Fig. 1: run 1, congestion heat map
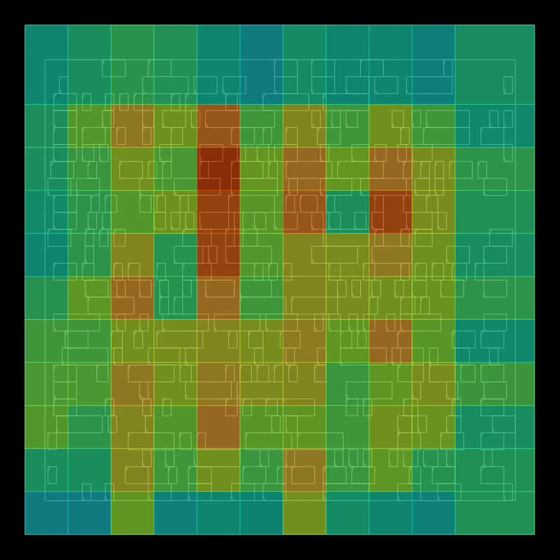
Fig. 2: run 1, met3 routing
Drawn at 3 px/µm.
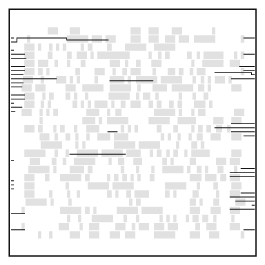
Fig. 3: run 1, signal wires by layer
Drawn at 3 px/µm.
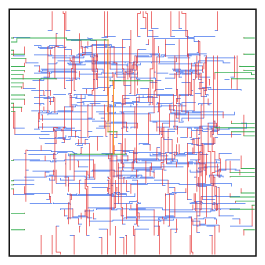
`src/rtl/interrupt_controller.sv`:
```
// ---------------------------------------------------------------------------
// interrupt_controller
//
// Interrupt-entry sequencer that works alongside the control unit. It latches
// rising edges on up to NUM_SRC interrupt sources, picks a winner using a
// two-level priority (high beats low, lowest index wins within a level),
// stalls the control unit while it pushes the return PC (low byte, then high
// byte), and then loads the selected vector into the PC. In-service levels are
// tracked so that a high-priority request can preempt a low one; the control
// unit's second RETI pop clears the most recent level.
//
// Ports:
//   clock       system clock, rising edge
//   reset       synchronous, active-high
//   irq_src     raw source lines, rising-edge sensitive
//   ie          bit7 = global enable, bits[NUM_SRC-1:0] = per-source enables
//   ip          per-source priority, 1 = high level
//   int_en      control unit is at an interruptible boundary
//   reti_pop    second RETI pop strobe from the control unit
//   pc_in       current PC (the return address)
//   int_stall   stall to the control unit ("int" is a reserved word)
//   stack_push  one-cycle push strobe
//   stack_data  byte to push
//   pc_set      one-cycle PC load strobe
//   pc_vector   vector address, valid while pc_set is high
//   pending     latched request flags
//   in_service  {high_active, low_active}
// ---------------------------------------------------------------------------
module interrupt_controller #(
   parameter int          NUM_SRC    = 5,
   parameter logic [15:0] VEC_BASE   = 16'h0003,
   parameter int          VEC_STRIDE = 8
) (
   input  logic               clock,
   input  logic               reset,
   input  logic [NUM_SRC-1:0] irq_src,
   input  logic [7:0]         ie,
   input  logic [NUM_SRC-1:0] ip,
   input  logic               int_en,
   input  logic               reti_pop,
   input  logic [15:0]        pc_in,
   output logic               int_stall,
   output logic               stack_push,
   output logic [7:0]         stack_data,
   output logic               pc_set,
   output logic [15:0]        pc_vector,
   output logic [NUM_SRC-1:0] pending,
   output logic [1:0]         in_service
);

   localparam int IDX_W = (NUM_SRC > 1) ? $clog2(NUM_SRC) : 1;

   typedef enum logic [1:0] {
      IDLE   = 2'd0,
      PUSH_L = 2'd1,
      PUSH_H = 2'd2,
      VECTOR = 2'd3
   } state_t;

   state_t             state;
   logic [NUM_SRC-1:0] prev;
   logic [NUM_SRC-1:0] rise;
   logic [NUM_SRC-1:0] eligible;
   logic [NUM_SRC-1:0] clear_mask;
   logic [IDX_W-1:0]   idx;
   logic               lvl;
   logic [IDX_W-1:0]   hi_idx;
   logic [IDX_W-1:0]   lo_idx;
   logic               hi_found;
   logic               lo_found;
   logic [IDX_W-1:0]   win_idx;
   logic               win_lvl;
   logic               accept;
   logic               unused_ie;

   // Enable bits between the last source and the global enable are not used.
   assign unused_ie = ^ie[6:NUM_SRC];

   assign rise     = irq_src & ~prev;
   assign eligible = pending & ie[NUM_SRC-1:0] & {NUM_SRC{ie[7]}};

   // The bit being serviced is dropped as the sequence leaves VECTOR; a fresh
   // edge on the same line in that cycle is OR-ed back in so it is not lost.
   assign clear_mask = (state == VECTOR) ? (NUM_SRC'(1) << idx) : '0;

   // Priority search: scanning from the top index down lets the lowest
   // eligible index overwrite earlier hits, so it wins within each level.
   always_comb begin
      hi_found = 1'b0;
      lo_found = 1'b0;
      hi_idx   = '0;
      lo_idx   = '0;
      for (int i = NUM_SRC - 1; i >= 0; i--) begin
         if (eligible[i] && ip[i]) begin
            hi_found = 1'b1;
            hi_idx   = IDX_W'(i);
         end
         if (eligible[i] && !ip[i]) begin
            lo_found = 1'b1;
            lo_idx   = IDX_W'(i);
         end
      end
   end

   // A high winner masks every low source; it may only preempt a low level.
   // A low winner needs nothing in service. A RETI pop in the same cycle
   // takes precedence so the in-service update settles first.
   always_comb begin
      win_idx = hi_found ? hi_idx : lo_idx;
      win_lvl = hi_found;
      accept  = 1'b0;
      if (state == IDLE && int_en && !reti_pop) begin
         if (hi_found)
            accept = !in_service[1];
         else if (lo_found)
            accept = (in_service == 2'b00);
      end
   end

   // Edge history and request latching.
   always_ff @(posedge clock) begin
      if (reset) begin
         prev    <= '0;
         pending <= '0;
      end else begin
         prev    <= irq_src;
         pending <= (pending & ~clear_mask) | rise;
      end
   end

   // In-service levels: set when a vector is issued, cleared by RETI pops
   // with the high level retired before the low one.
   always_ff @(posedge clock) begin
      if (reset) begin
         in_service <= 2'b00;
      end else if (state == VECTOR) begin
         in_service[lvl] <= 1'b1;
      end else if (state == IDLE && reti_pop) begin
         if (in_service[1])
            in_service[1] <= 1'b0;
         else
            in_service[0] <= 1'b0;
      end
   end

   // Entry sequencer. Outputs are registered alongside the state so each
   // active state presents its own strobes; int_stall spans all three.
   always_ff @(posedge clock) begin
      if (reset) begin
         state      <= IDLE;
         idx        <= '0;
         lvl        <= 1'b0;
         int_stall  <= 1'b0;
         stack_push <= 1'b0;
         stack_data <= 8'h00;
         pc_set     <= 1'b0;
         pc_vector  <= 16'h0000;
      end else begin
         case (state)
            IDLE: begin
               if (accept) begin
                  state      <= PUSH_L;
                  idx        <= win_idx;
                  lvl        <= win_lvl;
                  int_stall  <= 1'b1;
                  stack_push <= 1'b1;
                  stack_data <= pc_in[7:0];
               end
            end
            PUSH_L: begin
               state      <= PUSH_H;
               stack_push <= 1'b1;
               stack_data <= pc_in[15:8];
            end
            PUSH_H: begin
               state      <= VECTOR;
               stack_push <= 1'b0;
               stack_data <= 8'h00;
               pc_set     <= 1'b1;
               pc_vector  <= VEC_BASE + 16'(idx) * 16'(VEC_STRIDE);
            end
            VECTOR: begin
               state     <= IDLE;
               int_stall <= 1'b0;
               pc_set    <= 1'b0;
            end
            default: begin
               state <= IDLE;
            end
         endcase
      end
   end

endmodule

```
`config.mk`:
```
export PLATFORM = sky130hd
export DESIGN_NAME = interrupt_controller
export DESIGN_NICKNAME = d
export VERILOG_FILES = /design/src/rtl/interrupt_controller.sv
export SDC_FILE = /design/constraint.sdc
export NUM_CORES = 1
export LEC_CHECK = 0
export ABC_AREA = 1
export CAP_MARGIN = 30
export CELL_PAD_IN_SITES_DETAIL_PLACEMENT = 1
export CELL_PAD_IN_SITES_GLOBAL_PLACEMENT = 1
export CORE_MARGIN = 3
export CORE_UTILIZATION = 32
export CTS_CLUSTER_DIAMETER = 120
export DETAILED_ROUTE_END_ITERATION = 10
export PLACE_DENSITY_LB_ADDON = 0.05
export SLEW_MARGIN = 15
export SYNTH_ARGS = -nofsm -noshare
export SYNTH_HDL_FRONTEND = slang
export SYNTH_SLANG_ARGS = --single-unit
```
`constraint.sdc`:
```
create_clock -name clock -period 2.6 [get_ports clock]
set_input_delay 0.52 -clock clock [delete_from_list [all_inputs] [get_ports clock]]
set_output_delay 0.52 -clock clock [all_outputs]
set_load 0.05 [all_outputs]
```
==> ci_impl_report.md, run 1 <==
### Flow metrics

| Metric | Value |
|---|---|
| Detailed-route DRC error count | 0 |
| Comb pwr share | 54.0% |
| Commonest flop | dfxtp_1 |
| Most frequent cells in the layout | 58 x clkdlybuf4s50_1, 44 x nor2_1, 39 x nand2_1 |
| Post-CTS Resized | 0 |
| FF-to-FF setup slack | 0.84 ns |
| Seq/total area | 26.4% |
| Routed Antenna Nets | 0 |
| Post-cts hold-fix buffer tally | 0 |
| YS warnings | 0 |
| Largest cell class | multi-input combinational cells |
| 1st-iter DRT viols | 14 |
| Max_slew headroom | 64.4% |
| Seq cells post-synth | 33 |
| Vias in the first global route | 1699 |
| Commonest Layout Cell | clkdlybuf4s50_1 |
| Worst Setup Start Kind | primary input |
| Slew Limit Fails | 0 |
| Die Y-Extent | 81.7 µm |
| R2r worst-path depth | 7 |
| I/O Pins | 72 |
| Distinct lib cells | 27 |
| Status | finished, final reports clean |
| Latency at later pin | 0.28 ns |
| Total grt overflow | 0 |
| Post-Synthesis Cells | 251 |
| Post-Syn Area | 1840 µm² |
| Adder-Cell Fraction of Synth Area | 3.41% |
| Highest Clock Rate | 0.466 GHz |
| Cell Int Power | 1420 µW |
| Largest reg by FF count | stack_data |
| Critical Path RT | 2.77 ns |
| Cell area after placement | 2390 µm² |
| Metal3 WL | 260 µm |
| CTS buffer count | 5 |
| Clock Path Buffers | 2 |
| FP Core Util | 34.4% |
| Layout cells sized above 1 | 9.84% |
| RSZ-0062 raised after global routing | no |
| Maxcap violations | 0 |
| Floorplan row count | 26 |
| Slowest cell on crit path | clkdlybuf4s50_1 |
| WL met2 | 2.12 mm |
| CTS tree | done |
| Cell depth of the worst hold path | 1 |
| Core area | 5340 µm² |
| Max FFs per register | 8 |
| Setup violators final | 0 |
| Worst setup path category | primary input to register |
| Top-area cell share | 36.0% |
| Sequential Area | 661 µm² |
| NonClk Buf Share | 23.8% |
| P_comb | 1410 µW |
Notes on Fig. 1 above:
routing usage on met2: 25.0%
grt met3 use: 3.73%
Routed WL per cell: 12.4 µm
gr usage total: 15.1%

Notes on Fig. 2 above:
main direction: horizontal
share of all routed wire: 5.6%

Notes on Fig. 3 above:
legend:
  met1:
    color: blue
    wire_length: 2220 µm
  met4:
    color: orange
    wire_length: 55.1 µm
  met3:
    color: green
    wire_length: 261 µm
  met2:
    color: red
    wire_length: 2120 µm
WL final: 4.66 mm
vias: 1717

==> inputs of run 2 (changes only) <==
- CORE_UTILIZATION: 32 -> 27
- clock period: 2.6 -> 1.9 ns (I/O delays scaled with it)
Fig. 4: run 2, clock wires, drivers and flops
Drawn at 4 px/µm.
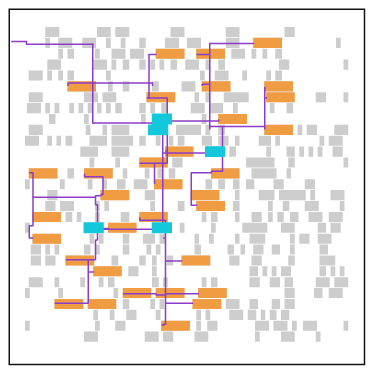
legend:
  cells driving clock nets:
    color: cyan
    count: 5
  flip-flops:
    color: orange
    count: 33
  clock wires:
    color: purple
    length: 453 µm
routed clock nets: 6
Latency at later pin: 0.28 ns
Max Clock Skew: 0.00483 ns

Fig. 5: run 2, congestion heat map
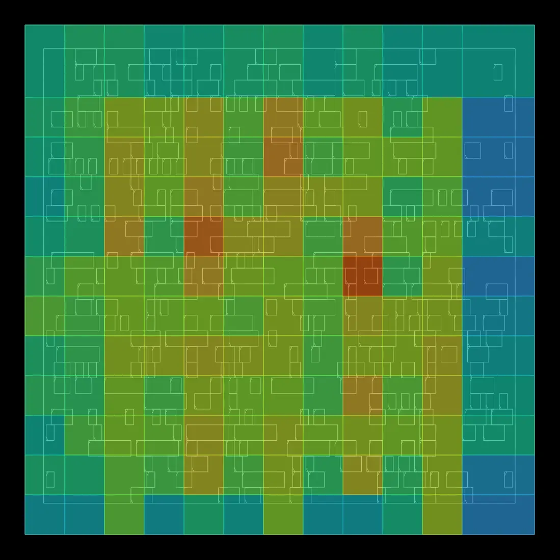
Routed WL per cell: 12.5 µm
met1 usage: 18.1%

==> run 2 against run 1 <==
Effect of this change: register-to-register slack got worse by 0.68 ns; first-iteration DRC count grew to 4.1 times the previous value; highest routed layer unchanged; setup slack lost 0.40 ns; power grew 34%; final area rose by 2.9%; synthesized cell count is the same; flip-flop count unchanged; via count is 2.0% higher; utilization fell by 7.0 points.
==> ci_impl_report.md, run 2 <==
### Flow metrics

| Metric | Value |
|---|---|
| R2r worst-path depth | 9 |
| Worst r2r src | state[0]$_SDFFE_PP0P_ |
| Metal3 WL | 252 µm |
| Comb pwr share | 58.0% |
| Sequential Area | 661 µm² |
| Post-Syn Area | 1840 µm² |
| Seq cells post-synth | 33 |
| Grt met3 use | 3.26% |
| I/O Pins | 72 |
| RSZ-0062 raised after global routing | yes |
| Adder-Cell Fraction of Synth Area | 3.41% |
| Most frequent cells in the layout | 44 x nor2_1, 40 x clkdlybuf4s50_1, 38 x nand2_1 |
| Gr usage total | 12.6% |
| Routed Antenna Nets | 0 |
| Slew Limit Fails | 0 |
| Layout cells sized above 1 | 20.1% |
| Post-Synthesis Cells | 251 |
| Distinct lib cells | 27 |
| Critical Path RT | 2.07 ns |
| Largest cell class | multi-input combinational cells |
| Largest reg by FF count | stack_data |
| Post-CTS Resized | 0 |
| WL met2 | 2.14 mm |
| Slowest cell on crit path | clkdlybuf4s50_1 |
| Vias in the first global route | 1607 |
| NonClk Buf Share | 25.3% |
| Top-area cell share | 36.0% |
| Worst Setup Start Kind | primary input |
| FP Core Util | 28.4% |
| # diodes | 0 |
| Cell depth of the worst hold path | 1 |
| Clock Path Buffers | 2 |
| Crit path capture type | register |
| Total grt overflow | 0 |
| Floorplan row count | 29 |
| P_leak | 0.00119 µW |
| WL final | 4.95 mm |
| Post-cts hold-fix buffer tally | 0 |
| Cell area after placement | 2430 µm² |
| YS warnings | 0 |
| Detailed-route DRC error count | 0 |
| Cell depth of the worst setup path | 9 |
| Max_slew headroom | 64.2% |
| Core area | 6460 µm² |
| Die Y-Extent | 88.5 µm |
| P_comb | 2030 µW |
| Setup violators final | 0 |
| Max FFs per register | 8 |
| Cell Int Power | 1810 µW |
| Commonest flop | dfxtp_1 |
| Worst setup path category | primary input to register |
| Highest Clock Rate | 0.541 GHz |
| Routing usage on met2 | 19.0% |
| Status | finished, final reports clean |
==> inputs of run 3 (changes only) <==
- SLEW_MARGIN: 15 -> not set
Fig. 6: run 3, congestion heat map
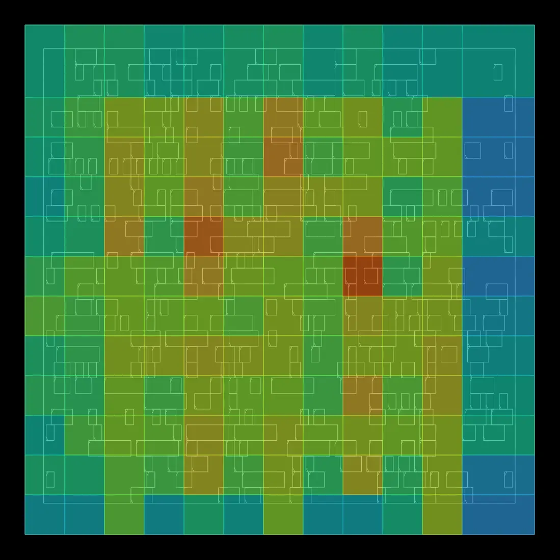
grt met3 use: 3.26%
busiest grt layer: met2

Fig. 7: run 3, met3 routing
Drawn at 3 px/µm.
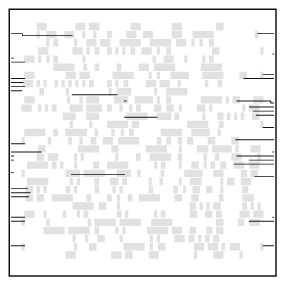
longest straight run: 17.7 µm
nets with wire on the layer: 37
share of all routed wire: 5.1%
wire length on this layer: 252 µm
main direction: horizontal

==> run 3 against run 2 <==
Effect of this change: setup slack unchanged; global-route usage unchanged; via count unchanged; final cell count unchanged; final area unchanged; die area unchanged; utilization unchanged; non-clock buffer count unchanged; critical path depth unchanged; first-iteration DRC count unchanged; critical endpoint unchanged.
==> ci_impl_report.md, run 3 <==
### Flow metrics

| Metric | Value |
|---|---|
| Comb pwr share | 58.0% |
| # diodes | 0 |
| Layout cells sized above 1 | 20.1% |
| 1st-iter DRT viols | 58 |
| Post-CTS Resized | 0 |
| Seq cells post-synth | 33 |
| Critical Path RT | 2.07 ns |
| Most frequent cells in the layout | 44 x nor2_1, 40 x clkdlybuf4s50_1, 38 x nand2_1 |
| WL final | 4.95 mm |
| Clock Path Buffers | 2 |
| Met1 usage | 18.1% |
| P_comb | 2030 µW |
| Gr usage total | 12.6% |
| FF-to-FF setup slack | 0.16 ns |
| Min Tclk post-route | 1.85 ns |
| Cell depth of the worst hold path | 1 |
| CTS tree | done |
| Commonest Layout Cell | nor2_1 |
| Floorplan row count | 29 |
| Routing usage on met2 | 19.0% |
| Crit path capture type | register |
| Highest Clock Rate | 0.541 GHz |
| Critical hold path startpoint | prev[2]$_SDFF_PP0_ |
| Adder-Cell Fraction of Synth Area | 3.41% |
| Cell depth of the worst setup path | 9 |
| Vias | 1752 |
| Placed wire-length estimate | 3.69 mm |
| YS warnings | 0 |
| RSZ-0062 raised after global routing | yes |
| Setup violators final | 0 |
| Post-Syn Area | 1840 µm² |
| Max FFs per register | 8 |
| Vias in the first global route | 1607 |
| Max_slew headroom | 64.2% |
| Routed Antenna Nets | 0 |
| R2r worst-path depth | 9 |
| Distinct lib cells | 27 |
| Die Y-Extent | 88.5 µm |
| Cell family with most CP delay | buffers and inverters |
| Post-Synthesis Cells | 251 |
| Cell Int Power | 1810 µW |
| Number of enable flip-flop cells | 0 |
| Metal3 WL | 252 µm |
| Worst-Margin Slew | 0.537 ns |
| Worst r2r src | state[0]$_SDFFE_PP0P_ |
| Core area | 6460 µm² |
| MUX area fraction | 0% |
| I/O Pins | 72 |
| Cell area after placement | 2430 µm² |
| Critical-path cell list | clkdlybuf4s50_1 -> buf_4 -> nand4_1 -> nand3_2 -> o21bai_4 -> buf_12 -> nand3_4 -> a21oi_1 -> nor2_1 |
| Die X | 88.5 µm |
| Slew Limit Fails | 0 |
| Max Clock Skew | 0.00483 ns |
| Seq/total area | 25.6% |
| FP Core Util | 28.4% |
| Slowest cell on crit path | clkdlybuf4s50_1 |
| Status | finished, final reports clean |
| NonClk Buf Share | 25.3% |
| Worst setup path category | primary input to register |
| Largest reg by FF count | stack_data |
| Latency at later pin | 0.28 ns |
| Total grt overflow | 0 |
| P_leak | 0.00119 µW |
| Maxcap violations | 0 |
| Worst Setup Start Kind | primary input |
| Seq Cell Count | 33 |
| Post-cts hold-fix buffer tally | 0 |
| Crit path to | stack_data[5]$_SDFFE_PP0P_ |
| WL met2 | 2.14 mm |
| Tool Warnings | 33 |
| Fillers | 829 |
| Routed WL per cell | 12.5 µm |
| Final cell count without fillers | 396 |
| CTS buffer count | 5 |
| Complex Gates by Area | 12.3% |
| Detailed-route DRC error count | 0 |
| Commonest flop | dfxtp_1 |
Power is estimated from default activity; no workload was simulated.
